### Cells coloured by class

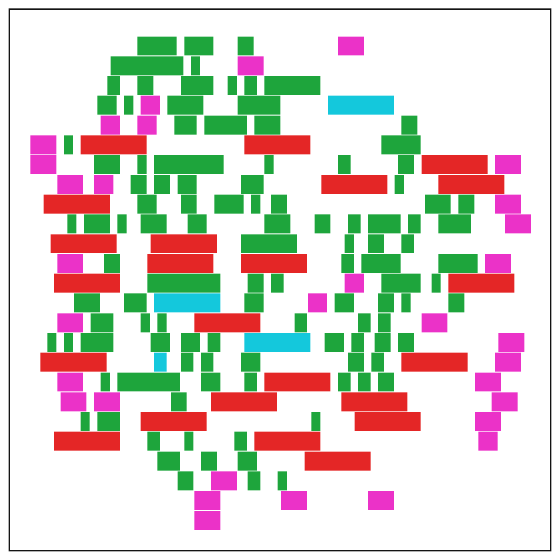
### Wiring by layer

The bar under the picture is 20 microns long.
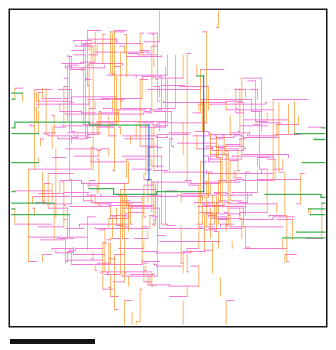
### Congestion heat map

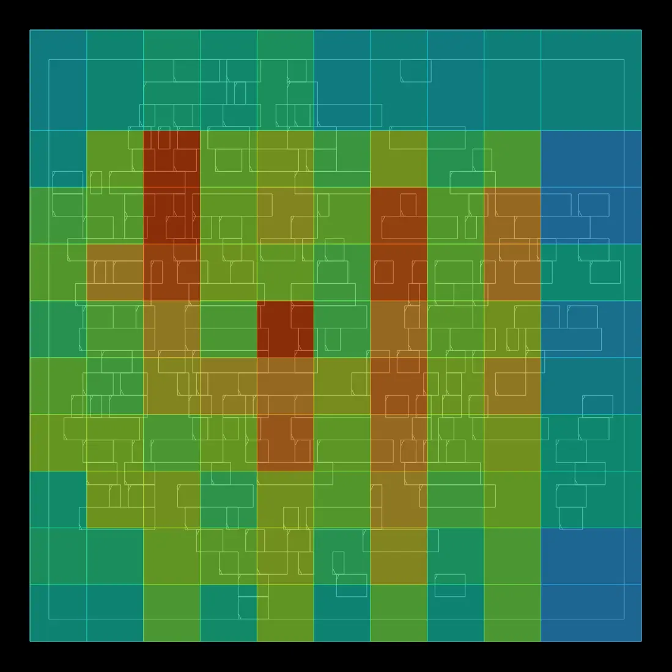
### Wire density map

The bar under the picture is 20 microns long. 15 x 15 tiles, from dark blue (low) to red (high), scaled to the fullest tile. Values are wire area over tile area, all layers added.
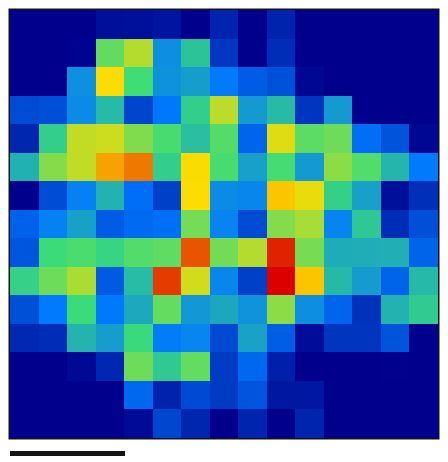
### Sequential cells grouped by signal name

The bar under the picture is 20 microns long.
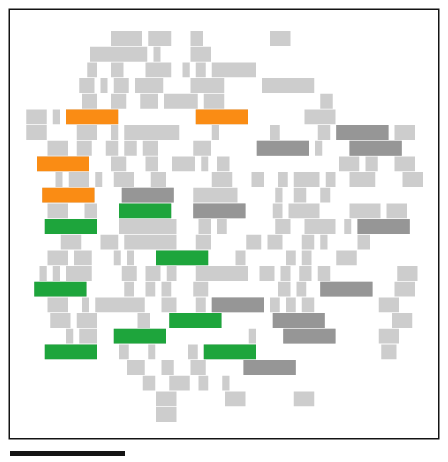
**src/rtl/seq_monitor.sv**
```systemverilog
// -----------------------------------------------------------------------------
// seq_monitor
//
// Purpose:
//   Checker placed directly after a 4-bit wrapping down-counter (HI..LO, one
//   step per CE). It confirms that every counter step follows the legal order
//   HI, HI-1, ..., LO, HI, ...
//   It reports lock status, one-cycle error pulses, a saturating error count
//   and a count of completed laps.
//
// Ports:
//   CLK         in   system clock, rising edge
//   RST         in   asynchronous reset, active-low
//   CE          in   count enable, same signal that steps the upstream counter
//   CLR         in   synchronous clear of counters and state
//   VAL[3:0]    in   upstream counter value
//   LOCK        out  high while tracking a valid sequence
//   ERR         out  one-cycle pulse per sequence violation
//   ERR_CNT     out  saturating violation count (ERR_W bits)
//   LAP_CNT     out  wrapping count of LO->HI wraps seen while locked (LAP_W bits)
//   ERR_STICKY  out  only with SEQ_MONITOR_STICKY_EN: set with ERR, cleared by
//                    CLR or RST
//
// Handshake:
//   There is no ready/valid pair. CE is a one-way strobe and cannot be
//   back-pressured. The upstream counter updates VAL on the edge where CE=1.
//   A one-cycle delayed copy of CE therefore marks the cycle in which VAL
//   holds the new value (the sample cycle).
//   All outputs are registered. A CE edge at cycle n is sampled in cycle n+1
//   and shows on the outputs in cycle n+2.
//
// Optional feature macro: SEQ_MONITOR_STICKY_EN
// -----------------------------------------------------------------------------
module seq_monitor #(
    parameter int LO    = 5,
    parameter int HI    = 14,
    parameter int ERR_W = 8,
    parameter int LAP_W = 8
) (
    input  logic             CLK,
    input  logic             RST,
    input  logic             CE,
    input  logic             CLR,
    input  logic [3:0]       VAL,
    output logic             LOCK,
    output logic             ERR,
    output logic [ERR_W-1:0] ERR_CNT,
    output logic [LAP_W-1:0] LAP_CNT
`ifdef SEQ_MONITOR_STICKY_EN
    ,
    output logic             ERR_STICKY
`endif
);

    localparam logic [3:0] LO_V = 4'(LO);
    localparam logic [3:0] HI_V = 4'(HI);

    typedef enum logic {
        SYNC  = 1'b0,
        TRACK = 1'b1
    } state_t;

    state_t             state_q, state_d;
    logic [3:0]         prev_q, prev_d;
    logic               ce_d_q;
    logic               err_q, err_d;
    logic [ERR_W-1:0]   err_cnt_q, err_cnt_d;
    logic [LAP_W-1:0]   lap_cnt_q, lap_cnt_d;

    logic               in_range;
    logic [3:0]         exp_val;
    logic               step_ok;

    assign in_range = (VAL >= LO_V) && (VAL <= HI_V);
    // Successor of the previous value: LO wraps back to HI.
    assign exp_val  = (prev_q == LO_V) ? HI_V : (prev_q - 4'd1);
    // A stalled counter (VAL == prev) never equals exp_val, so it counts as an error.
    assign step_ok  = (VAL == exp_val);

    always_comb begin
        state_d   = state_q;
        prev_d    = prev_q;
        err_d     = 1'b0;
        err_cnt_d = err_cnt_q;
        lap_cnt_d = lap_cnt_q;
        if (ce_d_q) begin
            case (state_q)
                SYNC: begin
                    // Values outside the legal range are ignored while unlocked.
                    if (in_range) begin
                        state_d = TRACK;
                        prev_d  = VAL;
                    end
                end
                TRACK: begin
                    if (step_ok) begin
                        prev_d = VAL;
                        if (prev_q == LO_V) begin
                            lap_cnt_d = lap_cnt_q + LAP_W'(1);
                        end
                    end else begin
                        err_d = 1'b1;
                        if (err_cnt_q != {ERR_W{1'b1}}) begin
                            err_cnt_d = err_cnt_q + ERR_W'(1);
                        end
                        // An in-range value resyncs immediately.
                        // Anything else drops back to SYNC.
                        if (in_range) begin
                            prev_d = VAL;
                        end else begin
                            state_d = SYNC;
                        end
                    end
                end
                default: state_d = SYNC;
            endcase
        end
    end

`ifdef SEQ_MONITOR_STICKY_EN
    logic sticky_q;
    assign ERR_STICKY = sticky_q;
`endif

    always_ff @(posedge CLK or negedge RST) begin
        if (!RST) begin
            state_q   <= SYNC;
            prev_q    <= 4'd0;
            ce_d_q    <= 1'b0;
            err_q     <= 1'b0;
            err_cnt_q <= '0;
            lap_cnt_q <= '0;
`ifdef SEQ_MONITOR_STICKY_EN
            sticky_q  <= 1'b0;
`endif
        end else if (CLR) begin
            // A sample that coincides with CLR is dropped: none of the _d values is used.
            state_q   <= SYNC;
            prev_q    <= 4'd0;
            ce_d_q    <= 1'b0;
            err_q     <= 1'b0;
            err_cnt_q <= '0;
            lap_cnt_q <= '0;
`ifdef SEQ_MONITOR_STICKY_EN
            sticky_q  <= 1'b0;
`endif
        end else begin
            state_q   <= state_d;
            prev_q    <= prev_d;
            ce_d_q    <= CE;
            err_q     <= err_d;
            err_cnt_q <= err_cnt_d;
            lap_cnt_q <= lap_cnt_d;
`ifdef SEQ_MONITOR_STICKY_EN
            sticky_q  <= sticky_q | err_d;
`endif
        end
    end

    // The state register is a single bit, so LOCK is a register output.
    assign LOCK    = (state_q == TRACK);
    assign ERR     = err_q;
    assign ERR_CNT = err_cnt_q;
    assign LAP_CNT = lap_cnt_q;

endmodule

```
**config.mk**
```make
export PLATFORM = sky130hd
export DESIGN_NAME = seq_monitor
export DESIGN_NICKNAME = d
export VERILOG_FILES = /design/src/rtl/seq_monitor.sv
export SDC_FILE = /design/constraint.sdc
export NUM_CORES = 1
export LEC_CHECK = 0
export CELL_PAD_IN_SITES_DETAIL_PLACEMENT = 1
export CELL_PAD_IN_SITES_GLOBAL_PLACEMENT = 2
export CORE_MARGIN = 2
export CORE_UTILIZATION = 29
export CTS_BUF_LIST = sky130_fd_sc_hd__clkbuf_16
export CTS_CLUSTER_DIAMETER = 50
export DETAILED_ROUTE_END_ITERATION = 12
export PLACE_DENSITY = 0.84
export SLEW_MARGIN = 20
export SYNTH_ARGS = -nofsm -noshare
export SYNTH_HDL_FRONTEND = slang
export SYNTH_SLANG_ARGS = --single-unit
```
**constraint.sdc**
```tcl
create_clock -name CLK -period 2.4 [get_ports CLK]
set_input_delay 0.24 -clock CLK [delete_from_list [all_inputs] [get_ports CLK]]
set_output_delay 0.24 -clock CLK [all_outputs]
set_load 0.05 [all_outputs]
```
==> deck_impl_summary.md <==
Run Summary

Detailed routing
  – Uppermost layer routed: met4
  – Antenna-violating nets left: 0
  – WL/cell: 14.3 microns
  – Routed vias: 1186
  – Vias per cell: 5.00
  – DRT iter0 DRCs: 26

Power and ir drop
  – Comb pwr: 133 uW
  – Switch Pwr: 234 uW
  – P_seq: 400 uW
  – LEAKAGE: 0.000756 uW
  – Clock network power: 376 uW
  – Share of power burned in the clock network: 41.3%

Clock network
  – CTS root buf: clkbuf_16
  – H-tree level count: 1
  – Clk buf depth: 2
  – Num CTS Buffers: 3

Final timing
  – Unrepaired setup endpoints after global routing: true
  – Fin Setup TNS: 0 ns
  – Setup WS post-layout: 0.0823 ns
  – Final period utilization: 96.6%
  – Slew Limit Headroom: 66.1%
  – FMAX: 431 MHz
  – Fin Hold WS: 0.331 ns
  – Final setup vio count: 0

Synth
  – Asr flop ratio synth: 100%
  – Yosys warns: 0
  – Top-area cell share: 40.1%
  – Synth Register Bits: 23

Worst setup path
  – R2R Path Start: prev_q[0]$_DFFE_PN0P_
  – Buf/Inv on CP: 1
  – Reg-to-reg slack, setup: 0.08 ns
  – Crit-path max cell delay: 0.40 ns
  – Crit Path Category: flop to flop
  – Worst Setup SP: prev_q[0]$_DFFE_PN0P_
  – Last element of the critical path: ERR_CNT[6]$_DFFE_PN0P_
  – Reg-to-reg endpoint: ERR_CNT[6]$_DFFE_PN0P_

Floorplan
  – Die width: 74.3 microns

Placed design
  – Final GP Congestion: 0.856
  – Port Buffers: 25

Cells and area
  – Largest cell class: multi-input combinational cells
  – Combinational share of cell area: 45.1%
  – FFs & Latches: 23
  – Number of logic gates: 107
  – Logic inverters: 4
  – Flop share of the area: 29.9%
  – # fillers: 538
  – Most used logic cell in the final layout: clkdlybuf4s50_1
  – Nets: 183
  – Top cells excl fill/tap: clkdlybuf4s50_1, dfrtp_1, nor2_1
  – Count of non-CTS buffers in the layout: 32
  – Flip-flop and latch area: 576 sq um

Global route
  – GR Util All Layers: 13.2%
  – Global-route wire length before repair: 5610 microns
  – Largest net degree at the start of global routing: 24

Run status
  – Status: finished, final reports clean
Notes on 'Cells coloured by class' above:
legend:
  all other logic:
    colour: green
    cells: 111
    share_of_their_area: 48%
  clock drivers and dummy loads:
    colour: cyan
    cells: 4
    share_of_their_area: 4.3%
  other buffers and delay cells:
    colour: magenta
    cells: 32
    share_of_their_area: 16%
  flip-flops:
    colour: red
    cells: 23
    share_of_their_area: 31%

Notes on 'Wiring by layer' above:
legend:
  met4:
    colour: blue
    wire_length: 40.1 microns
  met3:
    colour: green
    wire_length: 161 microns
  met2:
    colour: orange
    wire_length: 1610 microns
  met1:
    colour: magenta
    wire_length: 1590 microns

Notes on 'Congestion heat map' above:
most used routing layer: met2
met2 Use GR: 21.5%
met1 Resource Use GR: 17.1%
post-layout util: 40.5%
met3 Usage GRT: 3.79%

Notes on 'Wire density map' above:
fullest tile: 0.36
densest ninth of the die: centre
mean over tiles: 0.096

Notes on 'Sequential cells grouped by signal name' above:
legend:
  prev_q:
    colour: orange
    flops: 4
  LAP_CNT:
    colour: green
    flops: 8

[logic make-up (layout without fill, tap and decap cells)]
family / Yosys count / count (layout) / synth area share [%]
AND/OR/NAND/NOR: 59 / 59 / 24.3
AND-OR/OR-AND: 30 / 30 / 17.5
flip-flops: 23 / 23 / 40.1
multiplexers: 9 / 9 / 7.33
buffers and inverters: 9 / 40 / 2.88
XOR/XNOR: 5 / 5 / 4.36
adder cells (fa/ha/maj): 4 / 4 / 3.49
[per-layer routing]
| metal | track usage (%) | up-vias |
|---|---|---|
| met5 | 0 | - |
| met4 | 3.57 | 0 |
| met3 | 3.79 | 4 |
| met2 | 21.5 | 22 |
| met1 | 17.1 | 596 |
| li1 | - | 564 |
[timing repair]
action | CTS | global route
endpoints found under the setup margin | 2 | 12
gates resized | 1 | 9
pin swaps | 0 | 4
Power and IR drop assume default switching activity.
